### src/rtl/scan_refresh_ctrl.sv
// Digit-scan controller for multiplexed seven-segment displays: prescaled slot timing,
// per-digit enable with skip, blanking dead-time per slot, and slot/frame ticks.
module scan_refresh_ctrl #(
  parameter int unsigned NUM_DIGITS   = 4,
  parameter int unsigned PRESCALE     = 100000,
  parameter int unsigned BLANK_CYCLES = 16,
  localparam int unsigned IDX_W       = $clog2(NUM_DIGITS)
) (
  input  logic                    clk,
  input  logic                    rst_n,
  input  logic                    en,
  input  logic [NUM_DIGITS-1:0]   digit_mask,
  input  logic [4*NUM_DIGITS-1:0] digit_data,
  input  logic [NUM_DIGITS-1:0]   dp_in,
  output logic [NUM_DIGITS-1:0]   anode,
  output logic [3:0]              hex_out,
  output logic                    dp_out,
  output logic [IDX_W-1:0]        digit_idx,
  output logic                    slot_tick,
  output logic                    frame_tick
);

  localparam int unsigned PW = $clog2(PRESCALE);

  typedef enum logic [1:0] {StIdle, StBlank, StShow} state_e;

  state_e                  state_q, state_d;
  logic [PW-1:0]           presc_q, presc_d;
  logic [IDX_W-1:0]        digit_idx_q, digit_idx_d;
  logic [NUM_DIGITS-1:0]   mask_q, mask_d;
  logic                    slot_tick_q, slot_tick_d;
  logic                    frame_tick_q, frame_tick_d;

  logic                    found_hi, found_lo;
  logic [IDX_W-1:0]        nxt_hi, nxt_lo;

  // Descending scan so the last hit is the lowest qualifying digit.
  always_comb begin
    found_hi = 1'b0;
    found_lo = 1'b0;
    nxt_hi   = '0;
    nxt_lo   = '0;
    for (int j = NUM_DIGITS - 1; j >= 0; j--) begin
      if (digit_mask[j]) begin
        found_lo = 1'b1;
        nxt_lo   = IDX_W'(j);
        if (j > int'(digit_idx_q)) begin
          found_hi = 1'b1;
          nxt_hi   = IDX_W'(j);
        end
      end
    end
  end

  always_comb begin
    state_d      = state_q;
    presc_d      = presc_q;
    digit_idx_d  = digit_idx_q;
    mask_d       = mask_q;
    slot_tick_d  = 1'b0;
    frame_tick_d = 1'b0;
    if (!en) begin
      state_d = StIdle;
      presc_d = '0;
    end else if (state_q == StIdle) begin
      state_d = StBlank;
      presc_d = '0;
    end else if (presc_q == PW'(PRESCALE - 1)) begin
      state_d     = StBlank;
      presc_d     = '0;
      slot_tick_d = 1'b1;
      mask_d      = digit_mask;
      if (found_hi) begin
        digit_idx_d = nxt_hi;
      end else if (found_lo) begin
        digit_idx_d  = nxt_lo;
        frame_tick_d = 1'b1;
      end else begin
        digit_idx_d = '0;
      end
    end else begin
      presc_d = presc_q + 1'b1;
      state_d = (presc_d >= PW'(BLANK_CYCLES)) ? StShow : StBlank;
    end
  end

  always_ff @(posedge clk or negedge rst_n) begin
    if (!rst_n) begin
      state_q      <= StIdle;
      presc_q      <= '0;
      digit_idx_q  <= '0;
      mask_q       <= '0;
      slot_tick_q  <= 1'b0;
      frame_tick_q <= 1'b0;
    end else begin
      state_q      <= state_d;
      presc_q      <= presc_d;
      digit_idx_q  <= digit_idx_d;
      mask_q       <= mask_d;
      slot_tick_q  <= slot_tick_d;
      frame_tick_q <= frame_tick_d;
    end
  end

  // Anodes decode registered state only, so no input glitch can reach the display.
  always_comb begin
    anode = '1;
    if (state_q == StShow && mask_q[digit_idx_q]) begin
      anode[digit_idx_q] = 1'b0;
    end
  end

  assign hex_out    = digit_data[{digit_idx_q, 2'b00} +: 4];
  assign dp_out     = dp_in[digit_idx_q];
  assign digit_idx  = digit_idx_q;
  assign slot_tick  = slot_tick_q;
  assign frame_tick = frame_tick_q;

endmodule

### config.mk
export PLATFORM = sky130hd
export DESIGN_NAME = scan_refresh_ctrl
export DESIGN_NICKNAME = d
export VERILOG_FILES = /design/src/rtl/scan_refresh_ctrl.sv
export SDC_FILE = /design/constraint.sdc
export NUM_CORES = 1
export LEC_CHECK = 0
export CELL_PAD_IN_SITES_DETAIL_PLACEMENT = 1
export CELL_PAD_IN_SITES_GLOBAL_PLACEMENT = 1
export CORE_ASPECT_RATIO = 0.8
export CORE_MARGIN = 2
export CORE_UTILIZATION = 35
export DETAILED_ROUTE_END_ITERATION = 16
export DONT_BUFFER_PORTS = 1
export PLACE_DENSITY = 0.63
export SYNTH_ARGS = -nofsm -noshare
export SYNTH_HDL_FRONTEND = slang
export SYNTH_SLANG_ARGS = --single-unit
### constraint.sdc
create_clock -name clk -period 2.9 [get_ports clk]
set_input_delay 0.58 -clock clk [delete_from_list [all_inputs] [get_ports clk]]
set_output_delay 0.58 -clock clk [all_outputs]
set_load 0.05 [all_outputs]
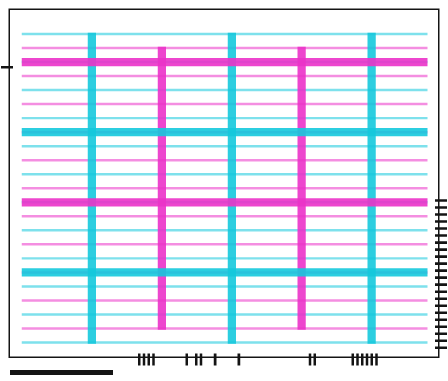
(power grid)
Bar = 20 um. Pins as bars on the die edge.
legend:
  magenta:
    net: VDD
  cyan:
    net: VSS
met1 rails: 23
signal pins: 40
met4 straps: 5
met5 straps: 4
core footprint: 4707 um^2
worst ir drop on vdd: 0.1747 mV
Die H: 67.21 um
width of the chip: 83.01 um

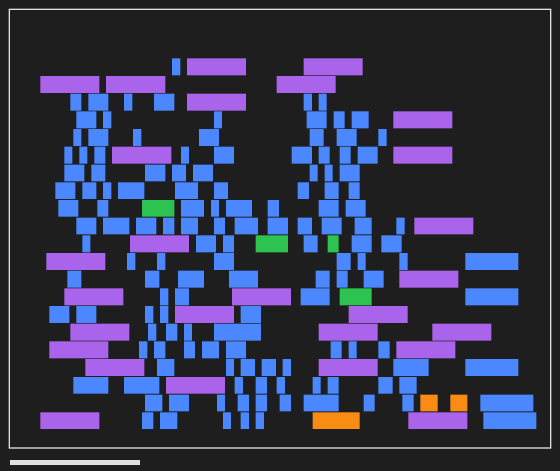
(cell classes on the final placement)
Bar = 20 um.
legend:
  orange:
    class: other buffers and delay cells
    cells: 3
    share_of_their_area: 2.0%
  blue:
    class: all other logic
    cells: 139
    share_of_their_area: 57%
  green:
    class: clock drivers and dummy loads
    cells: 4
    share_of_their_area: 2.6%
  purple:
    class: flip-flops
    cells: 27
    share_of_their_area: 38%

[layout by cell type, fill, tap and decap left out, types with 3 or more instances in the layout]
cell type  synthesis  layout
o21ai_0            6       6
nand3_1            8       8
mux2_4             4       4
mux4_2             5       5
nor2_1            23      23
xnor2_1            8       8
nand2_1           10      10
nor3_1             6       6
inv_1              5       5
a21oi_1            6       6
xor2_1             9       9
dfrtp_1           27      27
clkbuf_8           0       3
nand4_1            4       4
and2_1             5       5
[cells in the mapped netlist, types with 4 or more instances]
master | number | area share
dfrtp_1 | 27 | 0.39
nor2_1 | 23 | 0.049
nand2_1 | 10 | 0.021
xor2_1 | 9 | 0.045
nand3_1 | 8 | 0.023
xnor2_1 | 8 | 0.040
a21oi_1 | 6 | 0.017
nor3_1 | 6 | 0.017
o21ai_0 | 6 | 0.017
and2_1 | 5 | 0.018
inv_1 | 5 | 0.011
mux4_2 | 5 | 0.064
buf_6 | 4 | 0.026
mux2_4 | 4 | 0.034
nand4_1 | 4 | 0.014
[logic make-up after synthesis]
family	after synthesis	share of synthesized area
mux	10	0.1045
flops	27	0.3865
compound gates	25	0.09737
xor+xnor	17	0.08519
fa+ha+maj	2	0.01431
simple gates	80	0.2634
buf+inv	13	0.04867
[state kept, by name (all words and copies together), names as in the netlist]
register and flops:
presc_q 17, digit_idx 2, mask_q 4, slot_tick 1, frame_tick 1, state_q 2
[final cells by class]
cell class,count,area share
sequential,27,0.3676
tap,60,0.04084
timing repair buffer,3,0.01906
multi-input combinational,134,0.5371
clock inverter,1,0.002723
inverter,5,0.01021
clock buffer,3,0.02246
[stage by stage]
| step | instance area (um^2) | power [mW] |
|---|---|---|
| 2_1_floorplan | 1748 | 0.4270 |
| 3_3_place_gp | 1772 | 0.4319 |
| 3_5_place_dp | 1772 | 0.4336 |
| 4_1_cts | 1838 | 0.6679 |
| 5_1_grt | 1838 | 0.6877 |
| 6_report | 1838 | 0.6566 |
[final timing paths]
kind                                 start          end  slack, ns  depth (start not counted)
worst max-delay path            presc_q[0]    mask_q[3]       0.38                          5
worst min-delay path                 rst_n  presc_q[10]       0.11                          1
worst max register to register  presc_q[0]    mask_q[3]       0.38                          5
worst min register to register   mask_q[1]    mask_q[1]       0.52                          1
max in group asynchronous            rst_n   presc_q[7]       2.63                          1
min in group clk                        en   state_q[0]       0.42                          2
[worst max-delay path, cell delays in order (launching register included)]
cell and delay, ns:
dfrtp_1 0.52, ha_1 0.31, nand4_1 0.27, or4_1 0.72, nor2_8 0.27, mux2_4 0.32
[where the power goes]
group | internal, mW | leakage [nW] | switching, mW
clock network | 0.0966 | 0.0255 | 0.124
registers | 0.379 | 0.373 | 0.00560
logic | 0.0157 | 0.372 | 0.0358
total | 0.491 | 0.770 | 0.165
[metal layers]
layer  wire length (um)  GRT usage
met1               2185     0.2168
met2               1928     0.2661
met3                165    0.04034
met4                 24    0.03689
met5                  0          0
[what timing repair did]
| item | in CTS | in global routing |
|---|---|---|
| buffers inserted | 0 | 0 |
| hold buffers | 1 | 0 |
| hold endpoints to repair | 27 | 0 |
| endpoints found under the setup margin | 0 | 0 |
==> flow_summary_export.csv <==
group,metric,value,unit
outcome,status,"finished clean",
synthesis,ys_chip_area,1748,um^2
floorplan,fp_util,0.3713,
final_layout,n_antenna_cell,0,
synthesis,yosysWarningCount,0,
route,post-route-drc-count,0,
route,ant_nets,0,
placed_design,placed_cells,228,
cts,clkTransAtPathRegs,0.10,ns
synthesis,ys_seq_frac,0.3865,
sta,drv_slew,0,
final_layout,final_core_util,0.3905,
cts,cts_resized,0,
route,vias,1337,
worst_setup_path,critPathLaunchType,"flop",
sta,finalHoldViolCount,0,
sta,worst_slack,0.3784,ns
placed_design,portBuffers,0,
sta,setup_viol,0,
placed_design,preCtsSetupSlack,0.3942,ns
sta,clock_skew,0.01110,ns
synthesis,synth_nets,203,
synthesis,ys_cells,174,
floorplan,chipArea,5579,um^2
synthesis,synth_flops,27,
cts,cts_inserted_buffers,3,
route,viasPerCell,5.738,
final_layout,area.combinational,987.2,um^2
cts,cts_tree,"built",
flow_run,drv_cap,0,
placed_design,gp_congestion,0.8062,
final_layout,seq_area,675.6,um^2
grt,overflow,0,
pwr,cellPowerDensity,357.2,nW/um^2
grt,grt_pass1_wl,6989,um
synthesis,synthArstFlopShare,1.000,
synthesis,edf_count,0,
final_layout,nets,203,
sta,post-route-period-util,0.8695,
floorplan,rows,22,
cts,cts_root_buf,"clkbuf_8",
Power is estimated from default activity; no workload was simulated.
